<file path="config.mk">
export PLATFORM = sky130hd
export DESIGN_NAME = clint_timer
export DESIGN_NICKNAME = d
export VERILOG_FILES = /design/src/rtl/clint_timer.sv
export SDC_FILE = /design/constraint.sdc
export NUM_CORES = 1
export LEC_CHECK = 0
export ABC_AREA = 1
export CORE_MARGIN = 5
export CORE_UTILIZATION = 45
export DETAILED_ROUTE_END_ITERATION = 8
export HOLD_SLACK_MARGIN = 0.15
export PLACE_DENSITY = 0.65
export REMOVE_ABC_BUFFERS = 1
export SLEW_MARGIN = 20
export SYNTH_ARGS = -nofsm -noshare
export SYNTH_HDL_FRONTEND = slang
export SYNTH_SLANG_ARGS = --single-unit
</file>
<file path="constraint.sdc">
create_clock -name clock -period 6.16 [get_ports clock]
set_input_delay 0.924 -clock clock [delete_from_list [all_inputs] [get_ports clock]]
set_output_delay 0.924 -clock clock [all_outputs]
set_load 0.05 [all_outputs]
</file>
<file path="src/rtl/clint_timer.sv">
// Core-local interruptor: per-hart msip/mtimecmp registers, 64-bit mtime, registered mtip.
// Define CLINT_RTC_DIV_EN to advance mtime from the divided rtc phase instead of every clock.
module clint_timer #(
    parameter int HARTS    = 1,
    parameter int CLK_FREQ = 1000000000,
    parameter int RTC_FREQ = 32768
) (
    input  logic             reset,
    input  logic             clock,
    input  logic             mem_valid,
    input  logic [15:0]      mem_addr,
    input  logic [3:0]       mem_wstrb,
    input  logic [31:0]      mem_wdata,
    output logic [31:0]      mem_rdata,
    output logic             mem_ready,
    output logic [HARTS-1:0] msip,
    output logic [HARTS-1:0] mtip
);

    // Bus handshake: every mem_valid cycle is accepted (no stalls); mem_ready pulses
    // exactly one cycle later, carrying mem_rdata for reads. mem_rdata is 0 in every
    // other cycle and for writes.

    function automatic logic [31:0] merge_bytes(input logic [31:0] old_word,
                                                input logic [31:0] new_word,
                                                input logic [3:0]  strobes);
        logic [31:0] result;
        result = old_word;
        for (int i = 0; i < 4; i++) begin
            if (strobes[i]) result[8*i +: 8] = new_word[8*i +: 8];
        end
        return result;
    endfunction

    logic             wr_en;
    logic             rd_en;
    logic             aligned;
    logic             hi_word;
    logic             mtime_sel;
    logic [HARTS-1:0] msip_sel;
    logic [HARTS-1:0] cmp_sel;
    logic             tick;
    logic [63:0]      mtime;
    logic [63:0]      mtime_next;
    logic [63:0]      mtimecmp [HARTS];
    logic [31:0]      rd_data;

    assign wr_en     = mem_valid && (mem_wstrb != 4'b0000);
    assign rd_en     = mem_valid && (mem_wstrb == 4'b0000);
    assign aligned   = (mem_addr[1:0] == 2'b00);
    assign hi_word   = mem_addr[2];
    assign mtime_sel = aligned && (mem_addr[15:3] == 13'h17FF);

    // Hart decode: only harts below HARTS get a select, so other offsets fall through to 0.
    always_comb begin
        msip_sel = '0;
        cmp_sel  = '0;
        for (int h = 0; h < HARTS; h++) begin
            msip_sel[h] = aligned && (mem_addr[15:2] == 14'(h));
            cmp_sel[h]  = aligned && (mem_addr[15:3] == 13'(h + 'h800));
        end
    end

`ifdef CLINT_RTC_DIV_EN
    localparam int DIV_RAW = (CLK_FREQ / RTC_FREQ) / 2 - 1;
    localparam int DIVIDER = (DIV_RAW > 0) ? DIV_RAW : 0;
    localparam int CNT_W   = (DIVIDER > 0) ? $clog2(DIVIDER + 1) : 1;

    logic [CNT_W-1:0] tick_cnt;
    logic             rtc_phase;
    logic             cnt_wrap;

    assign cnt_wrap = (tick_cnt == CNT_W'(DIVIDER));
    // The wrap that raises rtc_phase is the mtime increment point.
    assign tick     = cnt_wrap && !rtc_phase;

    always_ff @(posedge clock or posedge reset) begin
        if (reset) begin
            tick_cnt  <= '0;
            rtc_phase <= 1'b0;
        end else if (cnt_wrap) begin
            tick_cnt  <= '0;
            rtc_phase <= ~rtc_phase;
        end else begin
            tick_cnt  <= tick_cnt + 1'b1;
        end
    end
`else
    assign tick = 1'b1;
`endif

    // A bus write to mtime wins over a coincident tick; that tick is lost.
    always_comb begin
        mtime_next = mtime;
        if (wr_en && mtime_sel) begin
            if (hi_word) mtime_next[63:32] = merge_bytes(mtime[63:32], mem_wdata, mem_wstrb);
            else         mtime_next[31:0]  = merge_bytes(mtime[31:0], mem_wdata, mem_wstrb);
        end else if (tick) begin
            mtime_next = mtime + 64'd1;
        end
    end

    always_ff @(posedge clock or posedge reset) begin
        if (reset) mtime <= '0;
        else       mtime <= mtime_next;
    end

    always_ff @(posedge clock or posedge reset) begin
        if (reset) begin
            msip <= '0;
            for (int h = 0; h < HARTS; h++) mtimecmp[h] <= '1;
        end else begin
            for (int h = 0; h < HARTS; h++) begin
                if (wr_en && cmp_sel[h]) begin
                    if (hi_word) mtimecmp[h][63:32] <= merge_bytes(mtimecmp[h][63:32], mem_wdata, mem_wstrb);
                    else         mtimecmp[h][31:0]  <= merge_bytes(mtimecmp[h][31:0], mem_wdata, mem_wstrb);
                end
                if (wr_en && msip_sel[h] && mem_wstrb[0]) msip[h] <= mem_wdata[0];
            end
        end
    end

    // Compare the current register values so mtip trails either operand by one cycle.
    always_ff @(posedge clock or posedge reset) begin
        if (reset) begin
            mtip <= '0;
        end else begin
            for (int h = 0; h < HARTS; h++) mtip[h] <= (mtime >= mtimecmp[h]);
        end
    end

    always_comb begin
        rd_data = '0;
        for (int h = 0; h < HARTS; h++) begin
            if (msip_sel[h]) rd_data = {31'b0, msip[h]};
            if (cmp_sel[h])  rd_data = hi_word ? mtimecmp[h][63:32] : mtimecmp[h][31:0];
        end
        if (mtime_sel) rd_data = hi_word ? mtime[63:32] : mtime[31:0];
    end

    always_ff @(posedge clock or posedge reset) begin
        if (reset) begin
            mem_ready <= 1'b0;
            mem_rdata <= '0;
        end else begin
            mem_ready <= mem_valid;
            mem_rdata <= rd_en ? rd_data : 32'h0;
        end
    end

endmodule
</file>
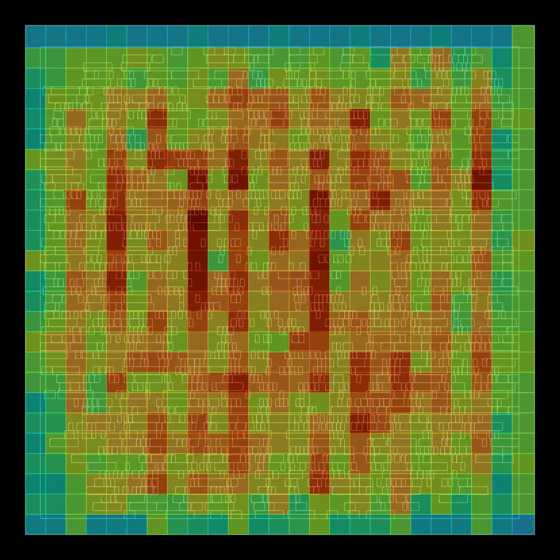
(congestion heat map)
met3 global-route usage: 3.69%
Tot GR Track Use: 26.5%
average detailed-routed wire length per instance: 18.3 µm

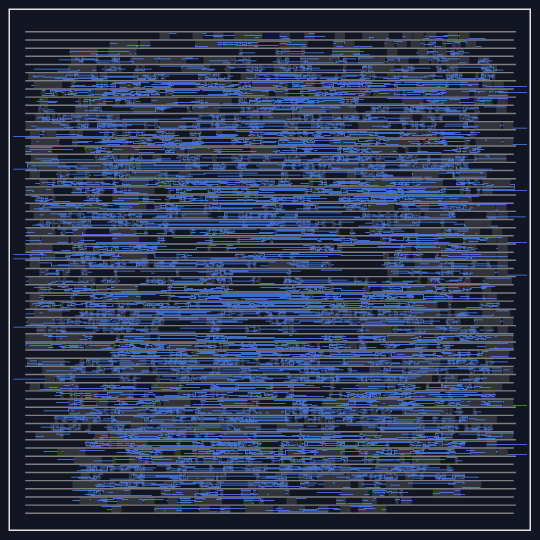
(signal wires on met1)
(3 px per µm) Supply wires on this layer in grey.
The layer carries 18300 µm of wire. The layer holds 46% of the routed length. The longest straight run is 63.9 µm. The wires run mostly horizontal. 1790 nets have wire on it.
met1 Resource Use GR: 38.1%
total wire length after detailed routing: 39800 µm
vias post-DR: 11800

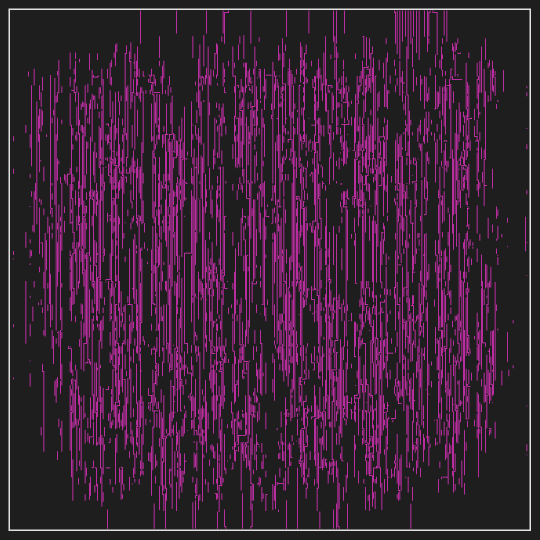
(the metal 2 layer)
(3 px per µm)
The wires run mostly vertical. The layer carries 17900 µm of wire. 1505 nets have wire on it. The layer holds 45% of the routed length. The longest straight run is 82.6 µm.
met2 track demand over resource: 42.1%

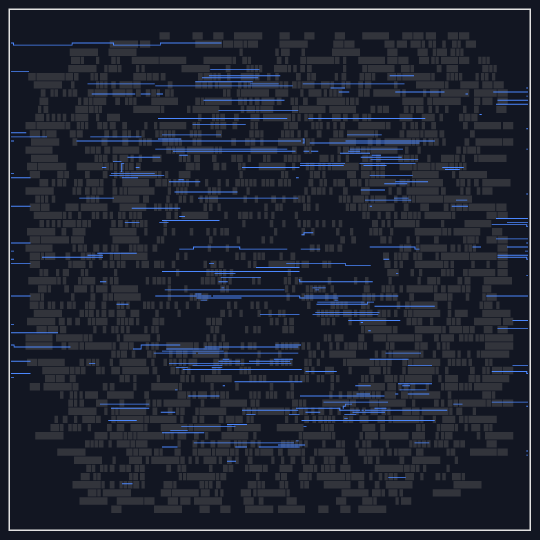
(signal wires on met3)
(3 px per µm)
The longest straight run is 74.5 µm. The layer carries 2690 µm of wire. 169 nets have wire on it. The wires run mostly horizontal.

==> GITHUB_STEP_SUMMARY <==
### Yosys + OpenROAD results

| Metric | Value |
|---|---|
| Outcome | completed |
| Drt initial violations | 974 |
| Number of failing setup endpoints in the final timing report | 0 |
| Number of tapcells | 335 |
| Wire length on met1 | 18300 µm |
| Synth Warn # | 0 |
| Clock latency reported for the late side of the worst-skew pair | 0.44 ns |
| Die width | 173 µm |
| Cell area reported after detailed placement | 0.0131 mm² |
| Endpoint kind of the worst setup timing path | register |
| Part of the power in the clock network | 44.6% |
| CTS tree | done |
| Commonest Layout Cell | nand2_1 |
| WP depth | 10 |
| Worst ir drop on vdd | 0.000147 V |
| Remaining design rule violation count | 0 |
| Dominant register cell in the synthesized netlist | dfrtp_1 |
| Post-Synth Simple-Gate Area | 33.9% |
| Worst Path Arrival | 3.77 ns |
| Final Core Density | 52.3% |
| Post-synthesis sequential area ratio | 34.7% |
| Count of sequential standard cells | 163 |
| Worst-margin pin slew | 1.05 ns |
| Destination of the worst hold path | mtimecmp[32] |
| Vias per cell | 5.46 |
| Synthesized area per cell | 6.80 µm² |
| P_clk | 1.08 mW |
| Deepest level of the CTS H-tree | 4 |
| Top-Level Pins | 90 |
| Number of synthesized register bits | 163 |
| Wire length of the first global-routing pass | 63300 µm |
| Final WS setup | 2.74 ns |
| Max Cap Violations | 0 |
| Combined flip-flop and latch cell area | 0.00416 mm² |
| Cell Count Post-Placement | 2136 |
| Beginning of the critical path | mem_wstrb[2] |
| Library cell with the highest instance count after synthesis | nand2_1 |
| Number of OpenROAD warnings | 25 |
| Clock-pin slew of the registers on the worst-case setup and hold paths | 0.07 ns |
| Number of logic inverters in the finished layout | 234 |
| Synth logic family | simple AND/OR/NAND/NOR gates |
| Unrepaired setup endpoints after global routing | false |
| WS Path Type | input port to register |
| Clock buffer count in the final layout | 18 |
| Netlist area before placement | 0.0120 mm² |
| Met2 WL post-DR | 17900 µm |
| GRT Residual Overflow | 0 |
| Smallest hold slack | 0.474 ns |
| Buffer type at the clock tree root | clkbuf_16 |
Power is estimated from default activity; no workload was simulated.
